===== src/rtl/airi5c_pcpi_dispatch.sv =====
// airi5c_pcpi_dispatch
//
// PCPI issue/response stage between the core's execute stage and the
// coprocessor bus. Accepts one coprocessor instruction at a time, registers
// it with its operands, drives the PCPI request and converts the
// coprocessor response into register-file writeback pulses. An instruction
// that no unit claims within TIMEOUT_CYCLES produces an illegal-instruction
// pulse instead.
//
// Optional feature macro: AIRI5C_PCPI_RD64_EN
//   defined   : pcpi_use_rd64 honoured, pcpi_rd2 written to rd+1 one cycle
//               after the first write.
//   undefined : every completion is a single writeback cycle; pcpi_use_rd64
//               and pcpi_rd2 are ignored.
//
// Ports:
//   clk, nreset          clock, asynchronous active-low reset
//   req_valid/req_ready  core request handshake: a request transfers on a
//                        rising edge where both are high (req_ready is high
//                        only in IDLE)
//   req_insn/rs1/rs2/rs3 instruction word and operands from the core
//   pcpi_valid           registered request to the coprocessors
//   pcpi_insn/rs1/rs2/rs3 registered copies of the accepted request
//   pcpi_wait/ready/wr/use_rd64, pcpi_rd/rd2  coprocessor response (OR-ed)
//   wb_valid/wb_addr/wb_data  register-file write port
//   resp_done            one-cycle pulse, instruction completed
//   resp_illegal         one-cycle pulse, instruction unclaimed
//   busy                 dispatcher not idle
//   dbg_state            current FSM state encoding

module airi5c_pcpi_dispatch #(
    parameter int TIMEOUT_CYCLES = 16,
    parameter int CNT_W          = 8
) (
    input  logic        clk,
    input  logic        nreset,
    input  logic        req_valid,
    output logic        req_ready,
    input  logic [31:0] req_insn,
    input  logic [31:0] req_rs1,
    input  logic [31:0] req_rs2,
    input  logic [31:0] req_rs3,
    output logic        pcpi_valid,
    output logic [31:0] pcpi_insn,
    output logic [31:0] pcpi_rs1,
    output logic [31:0] pcpi_rs2,
    output logic [31:0] pcpi_rs3,
    input  logic        pcpi_wait,
    input  logic        pcpi_ready,
    input  logic        pcpi_wr,
    input  logic        pcpi_use_rd64,
    input  logic [31:0] pcpi_rd,
    input  logic [31:0] pcpi_rd2,
    output logic        wb_valid,
    output logic [4:0]  wb_addr,
    output logic [31:0] wb_data,
    output logic        resp_done,
    output logic        resp_illegal,
    output logic        busy,
    output logic [2:0]  dbg_state
);

    typedef enum logic [2:0] {
        S_IDLE  = 3'd0,
        S_ISSUE = 3'd1,
        S_WAIT  = 3'd2,
        S_WB_HI = 3'd3,
        S_TRAP  = 3'd4
    } state_t;

    state_t           state;
    logic [CNT_W-1:0] cnt;
    logic [4:0]       rd;

    assign rd        = pcpi_insn[11:7];
    assign req_ready = (state == S_IDLE);
    assign busy      = (state != S_IDLE);
    assign dbg_state = state;

`ifdef AIRI5C_PCPI_RD64_EN
    logic [31:0] rd2_q;
    logic        wr_q;
    logic [4:0]  rd_hi;

    // Second destination wraps within the 5-bit register index space.
    assign rd_hi = rd + 5'd1;
`else
    logic unused_rd64;
    assign unused_rd64 = ^{pcpi_use_rd64, pcpi_rd2};
`endif

    always_ff @(posedge clk or negedge nreset) begin
        if (!nreset) begin
            state        <= S_IDLE;
            cnt          <= '0;
            pcpi_valid   <= 1'b0;
            pcpi_insn    <= '0;
            pcpi_rs1     <= '0;
            pcpi_rs2     <= '0;
            pcpi_rs3     <= '0;
            wb_valid     <= 1'b0;
            wb_addr      <= '0;
            wb_data      <= '0;
            resp_done    <= 1'b0;
            resp_illegal <= 1'b0;
`ifdef AIRI5C_PCPI_RD64_EN
            rd2_q        <= '0;
            wr_q         <= 1'b0;
`endif
        end else begin
            // Strobes are single-cycle unless re-asserted below.
            wb_valid     <= 1'b0;
            resp_done    <= 1'b0;
            resp_illegal <= 1'b0;

            case (state)
                S_IDLE: begin
                    if (req_valid) begin
                        pcpi_insn  <= req_insn;
                        pcpi_rs1   <= req_rs1;
                        pcpi_rs2   <= req_rs2;
                        pcpi_rs3   <= req_rs3;
                        cnt        <= '0;
                        pcpi_valid <= 1'b1;
                        state      <= S_ISSUE;
                    end
                end

                S_ISSUE, S_WAIT: begin
                    // Ready takes priority over wait and over timeout expiry.
                    if (pcpi_ready) begin
                        pcpi_valid <= 1'b0;
                        if (pcpi_wr && rd != 5'd0) begin
                            wb_valid <= 1'b1;
                            wb_addr  <= rd;
                            wb_data  <= pcpi_rd;
                        end
`ifdef AIRI5C_PCPI_RD64_EN
                        rd2_q <= pcpi_rd2;
                        wr_q  <= pcpi_wr;
                        if (pcpi_use_rd64) begin
                            state <= S_WB_HI;
                        end else begin
                            resp_done <= 1'b1;
                            state     <= S_IDLE;
                        end
`else
                        resp_done <= 1'b1;
                        state     <= S_IDLE;
`endif
                    end else if (state == S_ISSUE) begin
                        // Once claimed (WAIT) the timeout no longer applies,
                        // even if pcpi_wait later drops.
                        if (pcpi_wait) begin
                            state <= S_WAIT;
                        end else if (cnt == CNT_W'(TIMEOUT_CYCLES - 1)) begin
                            pcpi_valid   <= 1'b0;
                            resp_illegal <= 1'b1;
                            state        <= S_TRAP;
                        end else begin
                            cnt <= cnt + 1'b1;
                        end
                    end
                end

`ifdef AIRI5C_PCPI_RD64_EN
                S_WB_HI: begin
                    if (wr_q && rd_hi != 5'd0) begin
                        wb_valid <= 1'b1;
                        wb_addr  <= rd_hi;
                        wb_data  <= rd2_q;
                    end
                    resp_done <= 1'b1;
                    state     <= S_IDLE;
                end
`endif

                // resp_illegal was raised on the edge entering TRAP.
                S_TRAP: state <= S_IDLE;

                default: state <= S_IDLE;
            endcase
        end
    end

endmodule

===== config.mk =====
export PLATFORM = sky130hd
export DESIGN_NAME = airi5c_pcpi_dispatch
export DESIGN_NICKNAME = d
export VERILOG_FILES = /design/src/rtl/airi5c_pcpi_dispatch.sv
export SDC_FILE = /design/constraint.sdc
export NUM_CORES = 1
export LEC_CHECK = 0
export ABC_AREA = 1
export CELL_PAD_IN_SITES_DETAIL_PLACEMENT = 1
export CELL_PAD_IN_SITES_GLOBAL_PLACEMENT = 2
export CORE_MARGIN = 8
export CORE_UTILIZATION = 24
export CTS_CLUSTER_DIAMETER = 60
export CTS_CLUSTER_SIZE = 8
export DETAILED_ROUTE_END_ITERATION = 12
export PLACE_DENSITY = 0.81
export SLEW_MARGIN = 20
export SYNTH_ARGS = -nofsm -noshare
export SYNTH_HDL_FRONTEND = slang
export SYNTH_SLANG_ARGS = --single-unit

===== constraint.sdc =====
create_clock -name clk -period 1.6 [get_ports clk]
set_input_delay 0.16 -clock clk [delete_from_list [all_inputs] [get_ports clk]]
set_output_delay 0.16 -clock clk [all_outputs]
set_load 0.005 [all_outputs]

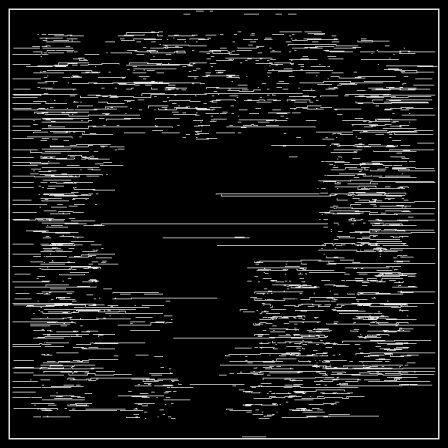
*Metal 1*
nets with wire on the layer	950
longest straight run	99.8 um
main direction	horizontal
share of all routed wire	43%
wire length on this layer	10,700 um
vias post-DR: 5,419
total wire length after detailed routing: 25.1 mm

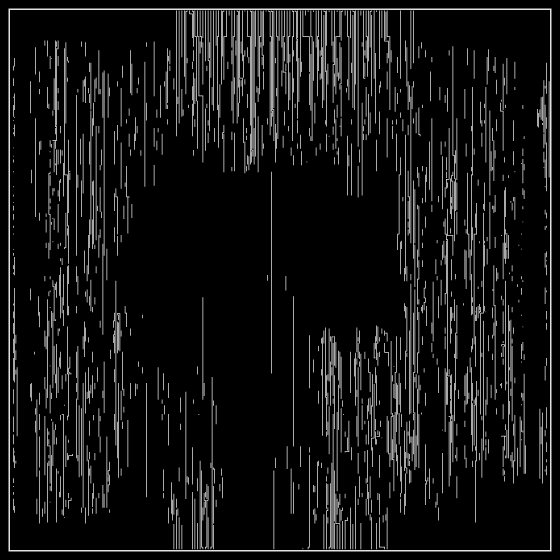
*Met2 routing*
longest straight run	70.4 um
nets with wire on the layer	991
share of all routed wire	46%

==> run notes <==
Numbers from the implementation run.

The run finished with clean final reports. Looking at the setup timing report, the critical path kind is flip-flop to flip-flop. The area share of and/or/nand/nor cells after synthesis is 0.0918. By count the netlist is led by dfrtp_1 (180), nand2_1 (130), mux2_4 (63). The layout has 3,094 filler cells. The end of the worst register-to-register path is pcpi_rs2[8].

The overall chip area is 35,600 um^2. Entering global routing, the biggest net connects 68 pins. After layout, the design draws a total of 18.2 mW.

In this run the critical path is formed by nor2_2, nand2_2, clkinv_4, nand2_8, clkbuf_16, mux2_4. The total cells reported by yosys after synthesis is 528. The register-to-register setup slack is 0.05 ns. The layout report lists the clock-cell share of area as 0.0488. The wire length the detailed router placed on met1 is 10.7 mm. Per the run report, area growth between synthesis and finish was 67.8%. The routed wire length per instance is 19.2 um. Per the placement log, port buffering inserted 339 buffers. The area recorded from the Yosys report for this design is 7160 um^2. The number of multi-input combinational cells in the layout is 308.

The last timing report of the flow puts the setup violation total at 0. The worst slack after detailed placement is -0.0956 ns. STA puts the critical path data arrival time at 1.86 ns. The cell family contributing the most delay on the critical path is flip-flops.

Of the total power, the share spent switching nets is 0.283. The insertion delay of the later-clocked pin in the worst-skew pair is 0.43 ns. The analysis attributes to net switching a power of 5.13 mW. In this run the most used layer during global routing was met2. The total of plain and repair buffers excluding clock buffers is 378. The tool flagged a number of max-cap violations equal to 0. The root cell of the clock tree is clkbuf_16.

Power spread over the standard cell area amounts to 1510 nW/um^2. The required time at the endpoint of the critical path is 1.91 ns. The horizontal die dimension is 189 um.

The number of antenna-violating nets in the routed design is 0. There are 180 flip-flops and latches. The cell area after placement is 11,200 um^2. The H-tree depth is 4.

The total of flip-flops plus latches after synthesis is 180. Per the synthesis report, the AND-OR/OR-AND share of the synthesized area is 0.00839. The share of power burned in registers is 0.383. Leaving out fill and tap cells, the most frequent cells in the layout are clkdlybuf4s50_1 (330), dfrtp_1 (180), nand2_1 (128), mux2_4 (66), mux2_2 (59).

The power report lists cell-internal power as 13.0 mW. The sequential portion of the cell area is 0.375. The area taken by flip-flops and latches is 4500 um^2. The endpoint class of the critical path is a flip-flop. The clock tree from TritonCTS is built. The site row count is 63. The finished design was reported to have a net count of 1,105. After routing the design area is 12,000 um^2. The minimum period implied by the final worst setup slack is 1.55 ns. The final design utilization is 0.407.

0 antenna diodes ended up in the layout. Of the total power, combinational logic draws 0.383. The post-synthesis instance area is 7160 um^2.

The stage logs contain a warning count of 60. The area share of the largest cell type after synthesis is 0.629. The buffers plus inverters on the worst setup path is 2. The clock buffers instantiated in the layout total 20. The first routing iteration left 118 violations.

Looking at the critical path, the single cell with the biggest stage delay is dfrtp_1. In this run, the synthesized area fraction spent on adder and majority cells is recorded as 0.00175. The starting density of the core is 0.243. Summing all multi-input logic gate instances after layout gives 2480 um^2.

Logic depth along the worst register-to-register path is recorded as 6. The count of cell types in the netlist is 27. According to the I/O placement log, the pin count is 373. The combinational fraction of the cell area is 0.207.

The group with the largest share of power is sequential cells. The final critical-path share of the clock period is 0.970. The number of global-route vias before repair came to 6,171.

The leakage power total is 5.43 nW. The transition at the pin with the smallest max-transition slack is 0.388 ns. The number of slew-limit violations in the final report is 0. Per the final report, the share of cell area in non-clock buffers is 0.322. The flip-flop and latch power is 6.96 mW. The origin of the worst setup path is dbg_state[1]. Across every metal layer, demand over resource in global routing totals 0.136.

The pre-antenna-repair detailed-routing pass consisted of 4 iterations. The type of the most critical hold path is input pin to async pin. Among all cell types in the netlist, the one instantiated most often is dfrtp_1. The HPWL after detailed placement is 18.4 mm. The proportion of synthesized flip-flops having asynchronous set or reset is 1.00.

The routed layout reports a DRC error count of 0. The net count of the mapped netlist is 728. The number of antenna violations at the first check in global routing is 0. Across the placement rows, the number of tap cells is 390.

Power attributed to the clock group is 4.24 mW. The instance count after placement with tap cells included is 1,266. The timing endpoint of the critical path is pcpi_rs2[8].
Power figures rest on the tool's default switching activity, not on a simulated workload.
